File: config.mk
export PLATFORM = sky130hd
export DESIGN_NAME = jtpang_objdma
export DESIGN_NICKNAME = d
export VERILOG_FILES = /design/src/rtl/jtpang_objdma.sv
export SDC_FILE = /design/constraint.sdc
export NUM_CORES = 1
export LEC_CHECK = 0
export CAP_MARGIN = 20
export CELL_PAD_IN_SITES_DETAIL_PLACEMENT = 1
export CELL_PAD_IN_SITES_GLOBAL_PLACEMENT = 2
export CORE_AREA = 8 8 84 86
export CTS_CLUSTER_SIZE = 30
export DETAILED_ROUTE_END_ITERATION = 16
export DIE_AREA = 0 0 92 94
export GPL_TIMING_DRIVEN = 0
export PLACE_DENSITY_LB_ADDON = 0.1
export SLEW_MARGIN = 25
export SYNTH_ARGS = -nofsm -noshare
export SYNTH_HDL_FRONTEND = slang
export SYNTH_SLANG_ARGS = --single-unit
File: constraint.sdc
create_clock -name clk -period 3.05 [get_ports clk]
set_clock_uncertainty 0.1 [all_clocks]
set_input_delay 0.61 -clock clk [delete_from_list [all_inputs] [get_ports clk]]
set_output_delay 0.61 -clock clk [all_outputs]
set_load 0.005 [all_outputs]
File: src/rtl/jtpang_objdma.sv
// Object DMA sequencer: on a dma_go edge it takes the Z80 bus and copies the
// object table from video RAM into the object engine's private RAM.
module jtpang_objdma #(
    parameter int          AW       = 9,
    parameter logic [11:0] SRC_BASE = 12'h000
) (
    input  logic          clk,
    input  logic          rst,
    input  logic          cen,
    input  logic          dma_go,
    output logic          busrq_n,
    input  logic          busak_n,
    output logic [11:0]   vram_addr,
    input  logic [7:0]    vram_dout,
    output logic          own_bus,
    output logic [AW-1:0] obj_addr,
    output logic [7:0]    obj_din,
    output logic          obj_we,
    output logic          busy
);

    // state | meaning
    // IDLE  | bus released, waiting for dma_go edge or pending request
    // REQ   | busrq_n low, waiting for busak_n
    // XFER  | one byte read per cen, written one clk later
    // REL   | drop own_bus and busrq_n
    // WAIT  | waiting for CPU to take the bus back
    localparam logic [2:0] IDLE = 3'd0;
    localparam logic [2:0] REQ  = 3'd1;
    localparam logic [2:0] XFER = 3'd2;
    localparam logic [2:0] REL  = 3'd3;
    localparam logic [2:0] WAIT = 3'd4;

    localparam logic [AW-1:0] LAST = {AW{1'b1}};

    logic [2:0]    state_q, state_d;
    logic          dma_go_q;
    logic          start;
    logic          pending_q, pending_d;
    logic          busrq_n_q, busrq_n_d;
    logic          own_bus_q, own_bus_d;
    logic          busy_q, busy_d;
    logic [AW-1:0] cnt_q, cnt_d;
    logic          rd_q, rd_d;
    logic [AW-1:0] rd_cnt_q, rd_cnt_d;
    logic [11:0]   vram_addr_q;
    logic [AW-1:0] obj_addr_q;
    logic [7:0]    obj_din_q;
    logic          obj_we_q;

    assign start = dma_go & ~dma_go_q;

    always_comb begin
        state_d   = state_q;
        pending_d = pending_q | start;
        busrq_n_d = busrq_n_q;
        own_bus_d = own_bus_q;
        busy_d    = busy_q;
        cnt_d     = cnt_q;
        rd_d      = 1'b0;
        rd_cnt_d  = rd_cnt_q;
        if (cen) begin
            case (state_q)
                IDLE: begin
                    if (start || pending_q) begin
                        state_d   = REQ;
                        busrq_n_d = 1'b0;
                        busy_d    = 1'b1;
                        pending_d = 1'b0;
                    end
                end
                REQ: begin
                    if (!busak_n) begin
                        state_d   = XFER;
                        own_bus_d = 1'b1;
                        cnt_d     = '0;
                    end
                end
                XFER: begin
                    // Re-acquiring the bus costs one cen so the RAM sees our
                    // address for a full clk before the next read is taken.
                    if (busak_n) begin
                        own_bus_d = 1'b0;
                    end else if (!own_bus_q) begin
                        own_bus_d = 1'b1;
                    end else begin
                        rd_d     = 1'b1;
                        rd_cnt_d = cnt_q;
                        cnt_d    = cnt_q + 1'b1;
                        if (cnt_q == LAST) state_d = REL;
                    end
                end
                REL: begin
                    own_bus_d = 1'b0;
                    busrq_n_d = 1'b1;
                    state_d   = WAIT;
                end
                WAIT: begin
                    if (busak_n) begin
                        state_d = IDLE;
                        busy_d  = 1'b0;
                    end
                end
                default: state_d = IDLE;
            endcase
        end
    end

    // vram_addr always leads the counter so the synchronous RAM output is
    // already valid for the byte being stepped on the current cen.
    always_ff @(posedge clk or posedge rst) begin
        if (rst) begin
            state_q     <= IDLE;
            dma_go_q    <= 1'b0;
            pending_q   <= 1'b0;
            busrq_n_q   <= 1'b1;
            own_bus_q   <= 1'b0;
            busy_q      <= 1'b0;
            cnt_q       <= '0;
            rd_q        <= 1'b0;
            rd_cnt_q    <= '0;
            vram_addr_q <= SRC_BASE;
            obj_addr_q  <= '0;
            obj_din_q   <= 8'h00;
            obj_we_q    <= 1'b0;
        end else begin
            state_q     <= state_d;
            dma_go_q    <= dma_go;
            pending_q   <= pending_d;
            busrq_n_q   <= busrq_n_d;
            own_bus_q   <= own_bus_d;
            busy_q      <= busy_d;
            cnt_q       <= cnt_d;
            rd_q        <= rd_d;
            rd_cnt_q    <= rd_cnt_d;
            vram_addr_q <= SRC_BASE + 12'(cnt_d);
            obj_we_q    <= rd_q;
            if (rd_q) begin
                obj_addr_q <= rd_cnt_q;
                obj_din_q  <= vram_dout;
            end
        end
    end

    assign busrq_n   = busrq_n_q;
    assign own_bus   = own_bus_q;
    assign busy      = busy_q;
    assign vram_addr = vram_addr_q;
    assign obj_addr  = obj_addr_q;
    assign obj_din   = obj_din_q;
    assign obj_we    = obj_we_q;

endmodule

Figure 1. Clock nets.
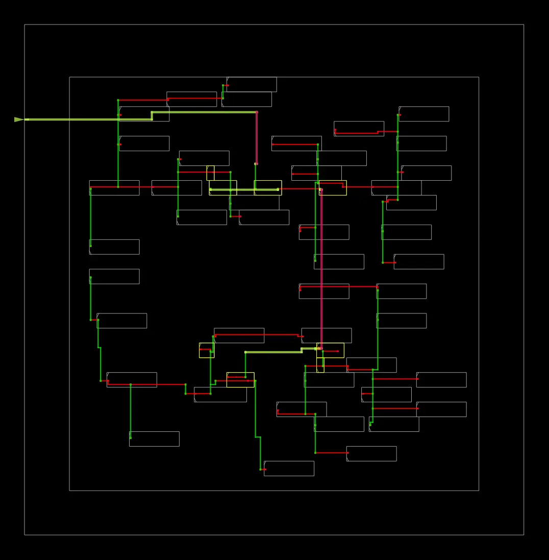
Clock buffer cells: 7
clock network latency to the later pin of the worst-skew pair: 0.29 ns
Inserted Clock Buffers: 5
clk sink count: 45
flip-flops: 45

Figure 2. Clock network drawn from the DEF.
Drawn at 4 px/um.
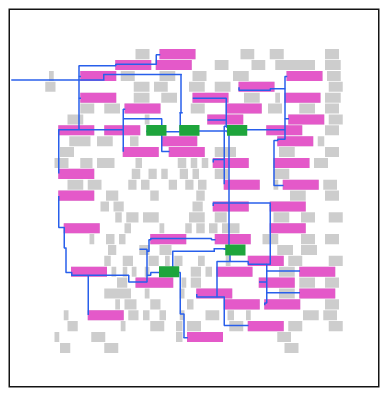
Green stands for clock-net drivers, count 5. Blue stands for clock wires, length 549 um. Magenta stands for flip-flops, count 45.
There are 6 routed clock nets.
power share of the clock group: 18.4%
power dissipated in the clock network: 352 uW

Figure 3. M3 wires.
Drawn at 4 px/um.
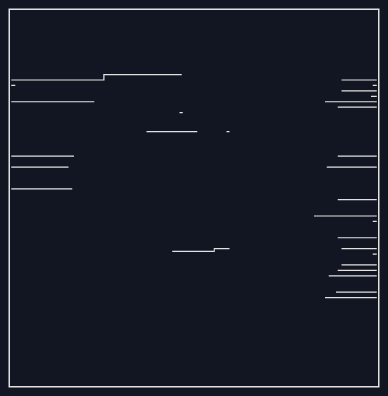
The longest straight run is 23.0 um. The layer holds 6.6% of the routed length. The wires run mostly horizontal. 26 nets have wire on it.

==> metrics.log <==
[flow] collecting metrics
[metrics] status: complete, no violations
[metrics] most instantiated cells after synthesis: dfrtp_1 (44), mux2_2 (27), a21oi_1 (9)
[metrics] layout cells sized above 1: 22.9%
[metrics] total via count after detailed routing: 1348
[metrics] Yosys Instances: 152
[metrics] Critical R2R Capture: state_q[0]
[metrics] static leakage power: 1.17 nW
[metrics] max-slew violation count: 0
[metrics] Vert. Die Dim: 94 um
[metrics] half-perimeter wire length of the detailed placement result: 3440 um
[metrics] EDFF count, synth: 0
[metrics] remaining routing DRC violations: 0
[metrics] Top area cell types: dfrtp_1 (56%), mux2_2 (16%), a21oi_1 (2.3%)
[metrics] Setup TNS Final: 0 ns
[metrics] unique cell type count in the Yosys netlist: 35
[metrics] portion of the post-synthesis area used by sequential elements: 57.8%
[metrics] antenna diode instance count: 0
[metrics] total power: 1.92 mW
[metrics] fin worst setup slack: 0.800 ns
[metrics] global-route total usage across every layer: 11.4%
[metrics] power per standard cell area: 743 mW/mm2
[metrics] buffer depth of the longest clock path: 2
[metrics] post-detailed-routing wire length: 4490 um
[metrics] CP max FO: 10
[metrics] Dominant cell area share: 56.4%
[metrics] origin of the worst setup path: cen
[metrics] setup slack after placement: 0.502 ns
[metrics] post-route non-filler standard cell count: 280
[metrics] flop and latch count out of synthesis: 45
[metrics] worst-case headroom to the max-slew limit: 59.3%
[metrics] number of cells traversed by the worst register-to-register path: 8
[metrics] Ports: 46
[metrics] initial standard-cell utilization of the core: 34.0%
[metrics] cells after synthesis: 152
[metrics] placement row count: 28
[metrics] count of final setup violators: 0
[metrics] number of max-cap violations: 0
[metrics] Core ar.: 0.00575 mm2
[metrics] fmax: 444 MHz
[metrics] DRT iter0 DRCs: 42
[metrics] vias per inst: 4.81
[metrics] startpoint of the worst-slack reg-to-reg timing path: vram_addr[0]
[metrics] first-pass GRT wire length: 7910 um
[metrics] Die Width: 92 um
[metrics] launching element type of the critical path: primary input
[metrics] most area-hungry cell type in the Yosys netlist: dfrtp_1
[metrics] clock tree from TritonCTS: done
[metrics] routability congestion estimate: 0.778
[metrics] routed wire length per instance: 16.0 um
[metrics] ys async rst share: 100%
[metrics] Worst Path Class, Setup: primary input to register
[metrics] clock root buffer master: clkbuf_8
[metrics] Tmin final: 2.25 ns
[metrics] number of port buffers: 42
[metrics] grt total ovfl: 0
[metrics] most repeated cell in the gate-level netlist after synthesis: dfrtp_1
[metrics] count of cells resized by post-cts repair: 0
[metrics] router iterations before antenna repair: 4
[metrics] post-synthesis to final-layout area growth: 32.5%
[metrics] R2R Setup Slk: 0.94 ns
[metrics] yosys synthesis chip area: 0.00195 mm2
[metrics] maximum number of pins on one net before global-route repair: 24
[metrics] layout net count: 219
[metrics] antenna violations before repair: 0
[metrics] H-Tree Depth: 2
[metrics] slew of the pin with the lowest slew margin: 0.605 ns
[metrics] WP data required: 3.12 ns
[metrics] dominant register cell in the synthesized netlist: dfrtp_1
[metrics] clock-pin slew on the worst setup and hold paths: 0.08 ns
[metrics] Mapped Avg Cell Area: 12.8 um2
[metrics] warning total across the stage logs: 26
[metrics] Hold Buf Count CTS: 0
[metrics] final hold viol count: 0
[metrics] final critical-path share of the clock period: 73.8%
[metrics] CP arrival: 2.33 ns
[metrics] total standard cell area after synthesis: 0.00195 mm2
[metrics] category of the worst setup path capture point: register
[metrics] chip footprint: 0.00865 mm2
[metrics] path type of the worst min-delay path: register to register
[metrics] IR drop worst, VDD: 0.000328 V
[metrics] unrepaired setup endpoints after global routing: no
[metrics] warnings from Yosys: 0
[metrics] via count of the first global-routing pass: 1479
[metrics] Post-DRT Antenna Nets: 0
[metrics] number of buffers inserted to repair setup after CTS: 0
[metrics] CP Capture Point: rd_cnt_q[0]
[metrics] number of instances in the placed design: 272
==> flip-flops by register name (all words and copies together), names as in the netlist <==
register and count:
own_bus 1, busrq_n 1, obj_din 8, rd_q 1, busy 1, rd_cnt_q 9, obj_we 1, obj_addr 9
dma_go_q 1, vram_addr 9, pending_q 1, state_q 3
==> logic make-up after synthesis <==
family | share of synthesized area (%)
flops | 57.8
compound gates | 10.1
simple gates | 9.37
mux | 16.9
buf+inv | 4.36
fa+ha+maj | 1.28
other cells | 0.192
==> worst min path at each step <==
stage / from / to / slack, ns / cells past startpoint
after CTS: rd_q / obj_we / 0.29 / 0
after global placement: rd_q / obj_we / 0.26 / 0
after global routing: rd_q / obj_we / 0.30 / 0
after floorplan: rd_q / obj_we / 0.25 / 0
after detailed placement: rd_q / obj_we / 0.28 / 0
final: rd_q / obj_we / 0.29 / 0
==> area by class of cell <==
type	instances	area [um2]
Sequential cell	45	1130
Clock buffer	7	76.3
Timing Repair Buffer	43	448
Tap cell	75	93.8
Buffer	9	66.3
Fill cell	610	3160
Multi-Input combinational cell	95	746
Inverter	5	18.8
Clock inverter	1	7.51
==> routing by layer <==
| metal | vias to the layer above | global-route usage, % | share of wire [%] |
|---|---|---|---|
| li1 | 641 | - | - |
| met2 | 30 | 19.0 | 49 |
| met4 | 0 | 2.82 | 0.85 |
| met5 | - | 0 | 0 |
| met1 | 673 | 13.5 | 43 |
| met3 | 4 | 4.24 | 6.6 |
==> critical path, cell delays in order <==
cell,delay (ns)
clkdlybuf4s50_1,0.65
nor3b_4,0.29
and2_4,0.18
buf_6,0.15
buf_8,0.14
mux2_4,0.29
==> cell usage in the layout, fill, tap and decap left out, types with 4 or more instances in the layout <==
master and count:
a21oi_1 9, a22o_1 4, clkbuf_1 4, clkbuf_8 5, dfrtp_1 44, nand2_1 5, and3_1 5, clkdlybuf4s50_1 42
nor2_1 4, a31oi_1 4, inv_1 4, o31ai_1 5, mux2_2 27, o21ai_0 5
==> per-stage QoR <==
stage | util [%] | hold WS (ns) | instance area, um2
5_1_grt | 45.0 | 0.298 | 2580
6_report | 45.0 | 0.289 | 2580
2_1_floorplan | - | 0.252 | 1960
3_5_place_dp | 43.5 | 0.275 | 2500
3_3_place_gp | 43.0 | 0.259 | 2470
4_1_cts | 45.0 | 0.294 | 2580
==> where the power goes <==
group | internal [mW] | switching, mW | total, mW
combinational | 0.408 | 0.282 | 0.690
clock | 0.162 | 0.190 | 0.352
sequential | 0.757 | 0.119 | 0.876
Power and IR drop assume default switching activity.
